### config.mk
export PLATFORM = sky130hd
export DESIGN_NAME = tag_merge
export DESIGN_NICKNAME = d
export VERILOG_FILES = /design/src/rtl/tag_merge.sv
export SDC_FILE = /design/constraint.sdc
export NUM_CORES = 1
export LEC_CHECK = 0
export ABC_CLOCK_PERIOD_IN_PS = 1800
export CAP_MARGIN = 30
export CORE_UTILIZATION = 55
export DETAILED_ROUTE_END_ITERATION = 7
export DONT_BUFFER_PORTS = 1
export GPL_ROUTABILITY_DRIVEN = 1
export PLACE_DENSITY_LB_ADDON = 0.2
export SLEW_MARGIN = 20
export SYNTH_ARGS = -nofsm -noshare
export SYNTH_HDL_FRONTEND = slang
export SYNTH_SLANG_ARGS = --single-unit
### constraint.sdc
create_clock -name clk -period 1.8 [get_ports clk]
set_input_delay 0.36 -clock clk [delete_from_list [all_inputs] [get_ports clk]]
set_output_delay 0.36 -clock clk [all_outputs]
set_load 0.02 [all_outputs]
### src/rtl/tag_merge.sv
// ---------------------------------------------------------------------------
// tag_merge
//
// Serialises FLUX independent untagged producer streams onto one tagged
// output stream. Each emitted token is prefixed with the index of the
// channel it came from, so a downstream PICK can steer it back to the
// matching consumer. Every port uses the write/full dataflow handshake.
//
// Ports
//   clk               rising-edge clock
//   rst               asynchronous, active-low reset
//   in_port_write     per-channel write strobe (bit i = channel i)
//   in_port_datain    channel i payload at [i*DATA_WIDTH +: DATA_WIDTH]
//   in_port_full      per-channel holding-register occupied flag (registered)
//   out_port_write    one-cycle pulse per emitted token
//   out_port_dataout  {tag, payload}, tag in the MSBs
//   out_port_full     downstream FIFO full; suppresses granting
// ---------------------------------------------------------------------------
module tag_merge #(
  parameter int FLUX       = 2,
  parameter int DATA_WIDTH = 8,
  parameter int TAG_WIDTH  = $clog2(FLUX),
  parameter int WIDTH      = DATA_WIDTH + TAG_WIDTH
) (
  input  logic                       clk,
  input  logic                       rst,
  input  logic [FLUX-1:0]            in_port_write,
  input  logic [FLUX*DATA_WIDTH-1:0] in_port_datain,
  output logic [FLUX-1:0]            in_port_full,
  output logic                       out_port_write,
  output logic [WIDTH-1:0]           out_port_dataout,
  input  logic                       out_port_full
);

  // One-entry holding register per channel.
  logic [FLUX-1:0]       valid_q, valid_d;
  logic [DATA_WIDTH-1:0] hold_q [FLUX];

  // Round-robin pointer: index of the most recently granted channel.
  logic [TAG_WIDTH-1:0]  last_q, last_d;

  // Registered output stage; no input-to-output combinational path.
  logic                  out_write_q, out_write_d;
  logic [WIDTH-1:0]      out_data_q, out_data_d;

  // Arbitration results for the current cycle.
  logic                  grant_vld;
  logic [TAG_WIDTH-1:0]  grant_idx;
  logic [DATA_WIDTH-1:0] grant_data;
  logic [FLUX-1:0]       grant_mask;
  logic [TAG_WIDTH-1:0]  cand;
  logic [FLUX-1:0]       accept;

  // -------------------------------------------------------------------------
  // Arbiter: first valid channel searching upward from last+1, modulo FLUX.
  // The decision uses only registered state plus out_port_full.
  // -------------------------------------------------------------------------
  always_comb begin
    // NOTE: every variable gets a default before any conditional assignment;
    // otherwise paths that skip an assignment infer a latch.
    grant_vld  = 1'b0;
    grant_idx  = '0;
    grant_data = '0;
    grant_mask = '0;
    cand       = '0;
    for (int i = 1; i <= FLUX; i++) begin
      cand = TAG_WIDTH'((int'(last_q) + i) % FLUX);
      if (!out_port_full && !grant_vld && valid_q[cand]) begin
        grant_vld        = 1'b1;
        grant_idx        = cand;
        grant_data       = hold_q[cand];
        grant_mask[cand] = 1'b1;
      end
    end
  end

  // -------------------------------------------------------------------------
  // Next-state logic. A channel is only granted while valid and only accepts
  // a write while empty, so grant and accept never hit the same channel in
  // one cycle; a refill after a grant lands one edge later.
  // -------------------------------------------------------------------------
  always_comb begin
    accept      = in_port_write & ~valid_q;
    valid_d     = (valid_q | accept) & ~grant_mask;
    last_d      = grant_vld ? grant_idx : last_q;
    out_write_d = grant_vld;
    // Output data holds its last value when nothing is granted.
    out_data_d  = grant_vld ? {grant_idx, grant_data} : out_data_q;
  end

  // NOTE: sequential state uses non-blocking assignments so every register
  // samples the pre-edge values, independent of statement order.
  always_ff @(posedge clk or negedge rst) begin
    if (!rst) begin
      valid_q     <= '0;
      last_q      <= TAG_WIDTH'(FLUX - 1);
      out_write_q <= 1'b0;
      out_data_q  <= '0;
    end else begin
      valid_q     <= valid_d;
      last_q      <= last_d;
      out_write_q <= out_write_d;
      out_data_q  <= out_data_d;
    end
  end

  // NOTE: payload storage is deliberately not reset; its contents are only
  // observable through a set valid bit, and valid is reset.
  always_ff @(posedge clk) begin
    for (int i = 0; i < FLUX; i++) begin
      if (accept[i]) begin
        hold_q[i] <= in_port_datain[i*DATA_WIDTH +: DATA_WIDTH];
      end
    end
  end

  assign in_port_full     = valid_q;
  assign out_port_write   = out_write_q;
  assign out_port_dataout = out_data_q;

endmodule
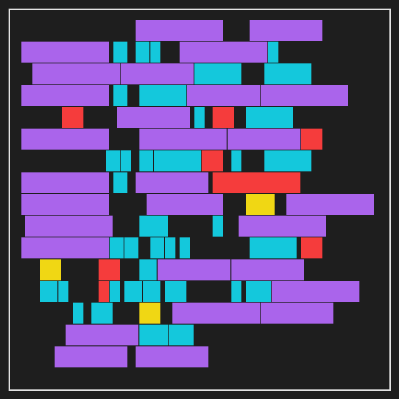
Run 1: cell classes on the final placement
Drawn at 8 px/um.
red -> clock drivers and dummy loads  # cells 8, share of their area 6.6%
yellow -> remaining buffers and delay cells  # cells 3, share of their area 2.1%
cyan -> combinational and other logic  # cells 38, share of their area 24%
purple -> sequential cells  # cells 29, share of their area 68%

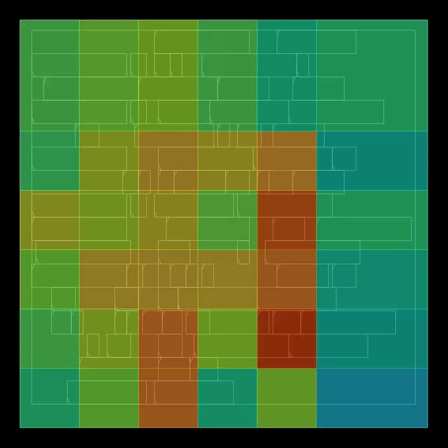
Run 1: track usage over the die
Top Usage Layer GRT: met2
Total Routing Usage GR: 0.186
final core occ: 0.631
wire length per cell: 17.3 um

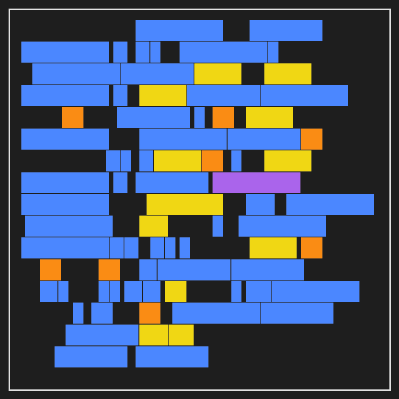
Run 1: cell sizes after repair
Drawn at 8 px/um.
purple -> _6 and larger  # cells 1
yellow -> _2 cells  # cells 12
blue -> _0 and _1 cells  # cells 57
orange -> _3 and _4 cells  # cells 8
Non-Filler Cell Area, Final: 0.00123 sq mm
layout-stage area growth over the synthesis result: 8.05%
total of plain and repair buffers excluding clock buffers: 3
Final Worst Setup Slack: 316 ps

[run 1: through the flow]
stage	worst slack [ps]	instances	total power, mW
final	316	105	2.21
after global routing	193	105	2.32
after CTS	274	105	2.23
after detailed placement	321	96	1.71
after global placement	387	96	1.69
after floorplan	511	72	1.64
[run 1: cells in the final DEF, fill, tap and decap left out, drive strengths merged]
cell type and instances:
a21o 1, and2 1, and2b 1, buf 2
bufinv 1, clkbuf 5, clkinv 1, clkinvlp 1
dfrtp 12, dfstp 1, dlygate4sd3 1, edfxtp 16
nand2 1, nand2b 2, nor2 11, nor2b 2
nor3 8, o21ai 1, o21ba 1, o22a 1
o32ai 8
[run 1: logic make-up (layout without fill, tap and decap cells)]
group	Yosys count	after routing
AOI/OAI and AO/OA	12	12
buffers and inverters	5	11
and+or+nand+nor	26	26
DFF	29	29
==> Implementation_results.wiki, run 1 <==
== Implementation results ==
{| class="wikitable"
! Metric !! Value
|-
| Outcome || finished, final reports clean
|-
| Inserted Clock Buffers || 5
|-
| Family with the most delay on the worst path || flip-flops
|-
| Max power group || sequential cells
|-
| Buffer-and-inverter tally for the worst setup path || 0
|-
| Power drawn by the combinational cells || 489 uW
|-
| F_max || approximately 0.67 GHz
|-
| Final worst path period share || 0.825
|-
| Share of synthesized registers carrying an async set or reset || 0.448
|-
| First-pass GRT wire length || between 2000 and 3000 um
|-
| Worst clock skew || about 7.2 ps
|-
| Cell depth of the worst flop-to-flop path || 3
|-
| Switching Power || about 800 uW
|-
| Synthesized netlist net count || 93
|-
| Data required, critical path || 2000 ps
|-
| Biggest fanout along the worst timing path || 11
|-
| Worst hold path startpoint || in_port_datain[10]
|-
| Met2 routed WL || about 900 um
|-
| Max reg flops || 16
|-
| Power share of the sequential group || 0.545
|-
| Number of remaining DRC errors || 0
|-
| Biggest Area Class || registers
|-
| I/O pins || 33
|-
| Fraction of met2 tracks used by global routing || 0.268
|-
| # Post-CTS Setup Buffers || 0
|-
| Cell Type Count || 19
|-
| Total of flip-flops plus latches after synthesis || 29
|-
| Worst Setup SP || in_port_full[0]$_DFF_PN0_
|-
| CTS root buf || clkbuf_4
|-
| Area contributors post-synth || edfxtp_1 42%, dfrtp_1 26%, o32ai_2 10%, nor2_1 3.6%, nor3_1 3.5%
|-
| Area of the chip || roughly 0.0022 sq mm
|-
| Basic-gate share of the synthesized area counting and, or, nand and nor cells || 0.111
|-
| Clock sink count || 29
|-
| Proportion of final cell area spent on non-clock buffers || 0.0204
|-
| RSZ-0062 raised after global routing || no
|-
| Total wirelength of the detailed-routed design || ~1800 um
|-
| Mean instance size in the synthesized netlist || roughly 16 sq um
|-
| Register bank with the most flops || hold_q
|-
| Stages on worst setup path || 3
|-
| Drt pass-1 iters || 4
|-
| CTS H-tree lvls || 2
|-
| Slack of the worst reg-to-reg path || 320 ps
|-
| Pin slew with the least headroom to its limit || 921 ps
|-
| Longest individual stage delay on the worst path || ~540 ps
|-
| Post-synthesis share of cell area spent on and-or and or-and gates || 0.137
|-
| Total half-perimeter wirelength after legalization and detailed placement || about 1200 um
|-
| Power density of the placed cells || approximately 1800 mW/mm^2
|-
| Clock transition at the registers of the reported paths || roughly 100 ps
|-
| Endpoint of the most critical register-to-register path || out_port_dataout[5]$_DFFE_PN0P_
|-
| Sequential area share after synthesis || 0.711
|-
| R2r startpoint || in_port_full[0]$_DFF_PN0_
|-
| Met1 usage in global routing || 0.233
|-
| Iteration-0 DRC count of the detailed router || 17
|-
| Flop count || 29
|}
==> run 2, diff against run 1 <==
--- a/config.mk
+++ b/config.mk
@@ -5,9 +5,9 @@
 export SDC_FILE = /design/constraint.sdc
 export NUM_CORES = 1
 export LEC_CHECK = 0
-export ABC_CLOCK_PERIOD_IN_PS = 1800
+export ABC_CLOCK_PERIOD_IN_PS = 1300
 export CAP_MARGIN = 30
-export CORE_UTILIZATION = 55
+export CORE_UTILIZATION = 53
 export DETAILED_ROUTE_END_ITERATION = 7
 export DONT_BUFFER_PORTS = 1
 export GPL_ROUTABILITY_DRIVEN = 1
==> constraint.sdc (replaced) <==
create_clock -name clk -period 1.3 [get_ports clk]
set_input_delay 0.26 -clock clk [delete_from_list [all_inputs] [get_ports clk]]
set_output_delay 0.26 -clock clk [all_outputs]
set_load 0.02 [all_outputs]
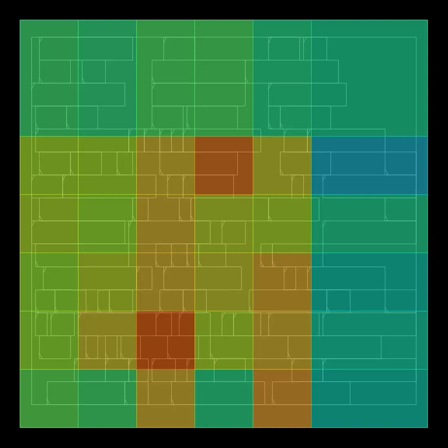
Run 2: track usage over the die
fraction of met2 tracks used by global routing: 0.240
Total Routing Usage GR: 0.184
global routing usage on met3: 0.119
met1 usage in global routing: 0.238
wire length per cell: 15.6 um

==> run 2 against run 1 <==
  * Utilization increased by 7.7 points
  * Largest cell class unchanged
  * Wire length increased by 5.4%
  * Non-clock buffer count increased by 18
  * Highest routed layer is now met4
  * Sequential power increased by 38%
  * Register-to-register slack got worse by 230 ps
  * Worst hold slack got worse by 76 ps
  * Area after synthesis unchanged
  * Design area increased by 14%
  * Flip-flop count unchanged
  * Critical path type is now reg -> out
  * Setup slack got worse by 230 ps
  * Clock skew increased by 1.1 ps
==> Implementation_results.wiki, run 2 <==
== Implementation results ==
{| class="wikitable"
! Metric !! Value
|-
| Top Usage Layer GRT || met2
|-
| Layout-stage area growth over the synthesis result || 23.7%
|-
| Buffer-and-inverter tally for the worst setup path || 1 (+1)
|-
| Total wirelength of the detailed-routed design || 1920 um (+5.4%)
|-
| Basic-gate share of the synthesized area counting and, or, nand and nor cells || 0.111 (unchanged)
|-
| Number of remaining DRC errors || 0 (unchanged)
|-
| Worst clock skew || 8.28 ps (+1.13 ps)
|-
| Leading cell types by count after synthesis || 16 x edfxtp_1, 12 x dfrtp_1, 11 x nor2_1
|-
| Family with the most delay on the worst path || flip-flops
|-
| RSZ-0062 raised after global routing || yes
|-
| Final Worst Setup Slack || 86.3 ps (-229 ps)
|-
| Final Non-Filler Cells || 123 (+17%)
|-
| Stages on worst setup path || 1 (-2)
|-
| Sequential area share after synthesis || 0.711 (unchanged)
|-
| Clock transition at the registers of the reported paths || 100 ps (about the same)
|-
| Total half-perimeter wirelength after legalization and detailed placement || 1190 um (-2.2%)
|-
| Most frequent logic cells in the routed design || 17 x dlygate4sd3_1, 16 x edfxtp_1, 12 x dfrtp_1
|-
| Pin slew with the least headroom to its limit || 604 ps (-317 ps)
|-
| Switching Power || 1.14 mW (+42%)
|-
| Area of the chip || 0.00233 sq mm (+3.6%)
|-
| I/O pins || 33 (unchanged)
|-
| Post-synthesis share of cell area spent on and-or and or-and gates || 0.137 (unchanged)
|-
| CTS root buf || clkbuf_4
|-
| Data required, critical path || 1040 ps (-960 ps)
|-
| Cell depth of the worst flop-to-flop path || 4 (+1)
|-
| Register bank with the most flops || hold_q
|-
| Most frequent logic cell in the layout || dlygate4sd3_1
|-
| Non-Filler Cell Area, Final || 0.00140 sq mm (+14%)
|-
| Clock sink count || 29 (unchanged)
|-
| Area contributors post-synth || edfxtp_1 42%, dfrtp_1 26%, o32ai_2 10%, nor2_1 3.6%, nor3_1 3.5%
|-
| Share of synthesized registers carrying an async set or reset || 0.448 (unchanged)
|-
| Final core occ || 0.708 (+0.0769)
|-
| Total of plain and repair buffers excluding clock buffers || 21 (+18)
|-
| Final worst path period share || 0.934
|-
| Biggest fanout along the worst timing path || 6 (-5)
|-
| Drt pass-1 iters || 3 (-1)
|-
| Post-layout total power || 3.15 mW (+43%)
|-
| First-pass GRT wire length || 2680 um (+3.8%)
|-
| Worst hold path startpoint || in_port_write[1]
|-
| Total of flip-flops plus latches after synthesis || 29 (unchanged)
|-
| Outcome || finished, final reports clean
|-
| Endpoint of the most critical register-to-register path || out_port_dataout[6]$_DFFE_PN0P_
|-
| Max reg flops || 16 (unchanged)
|-
| Mean instance size in the synthesized netlist || 15.8 sq um (unchanged)
|-
| Proportion of final cell area spent on non-clock buffers || 0.143 (+0.122)
|-
| Met2 routed WL || 868 um (-2.5%)
|-
| Yosys synthesis warning count || 0
|-
| Longest individual stage delay on the worst path || 440 ps (-100 ps)
|-
| R2r startpoint || in_port_full[1]$_DFF_PN0_
|-
| CTS H-tree lvls || 2 (unchanged)
|-
| Cell Type Count || 19 (unchanged)
|-
| Slack of the worst reg-to-reg path || 90 ps (-230 ps)
|-
| Flop count || 29 (unchanged)
|-
| Power density of the placed cells || 2240 mW/mm^2 (+25%)
|-
| Worst Setup SP || in_port_full[0]$_DFF_PN0_
|-
| Setup slack at placement || -83.9 ps (-404 ps)
|}
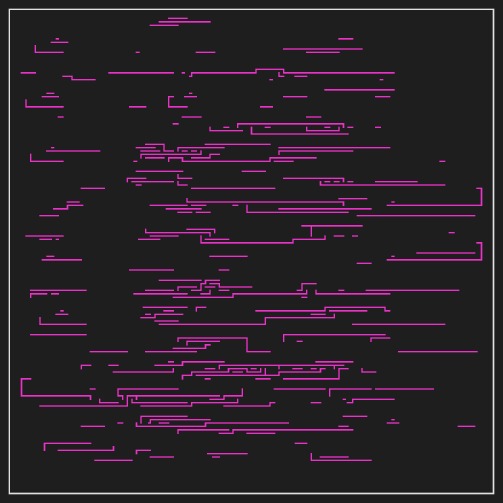
Run 2: the metal 1 layer
Drawn at 10 px/um.
wire length on this layer = 853 um
nets with wire on the layer = 97
share of all routed wire = 44%

==> run 2: netlist changes by cell type in the layout (fill, tap and decap cells not counted) <==
cell / change
dlygate4sd3_1: +16
nor2b_2: +1
nor2b_1: -1
buf_4: +2
==> run 2: timing repair <==
action / 4_1_cts / 5_1_grt
setup buffers: 0 / 0
gates resized: 1 / 0
hold buffers: 1 / 16
endpoints found under the hold margin: 13 / 16
pin swaps: 0 / 0
endpoints found under the setup margin: 9 / 1
==> run 2: power groups by stage <==
stage | Combinational, mW | Sequential [mW] | Clock (mW)
finish | 0.765 | 1.65 | 0.727
floorplan | 0.600 | 1.67 | 0
CTS | 0.732 | 1.66 | 0.735
detailed placement | 0.717 | 1.67 | 0
global route | 0.841 | 1.69 | 0.783
global placement | 0.705 | 1.66 | 0
Power and IR drop assume default switching activity.
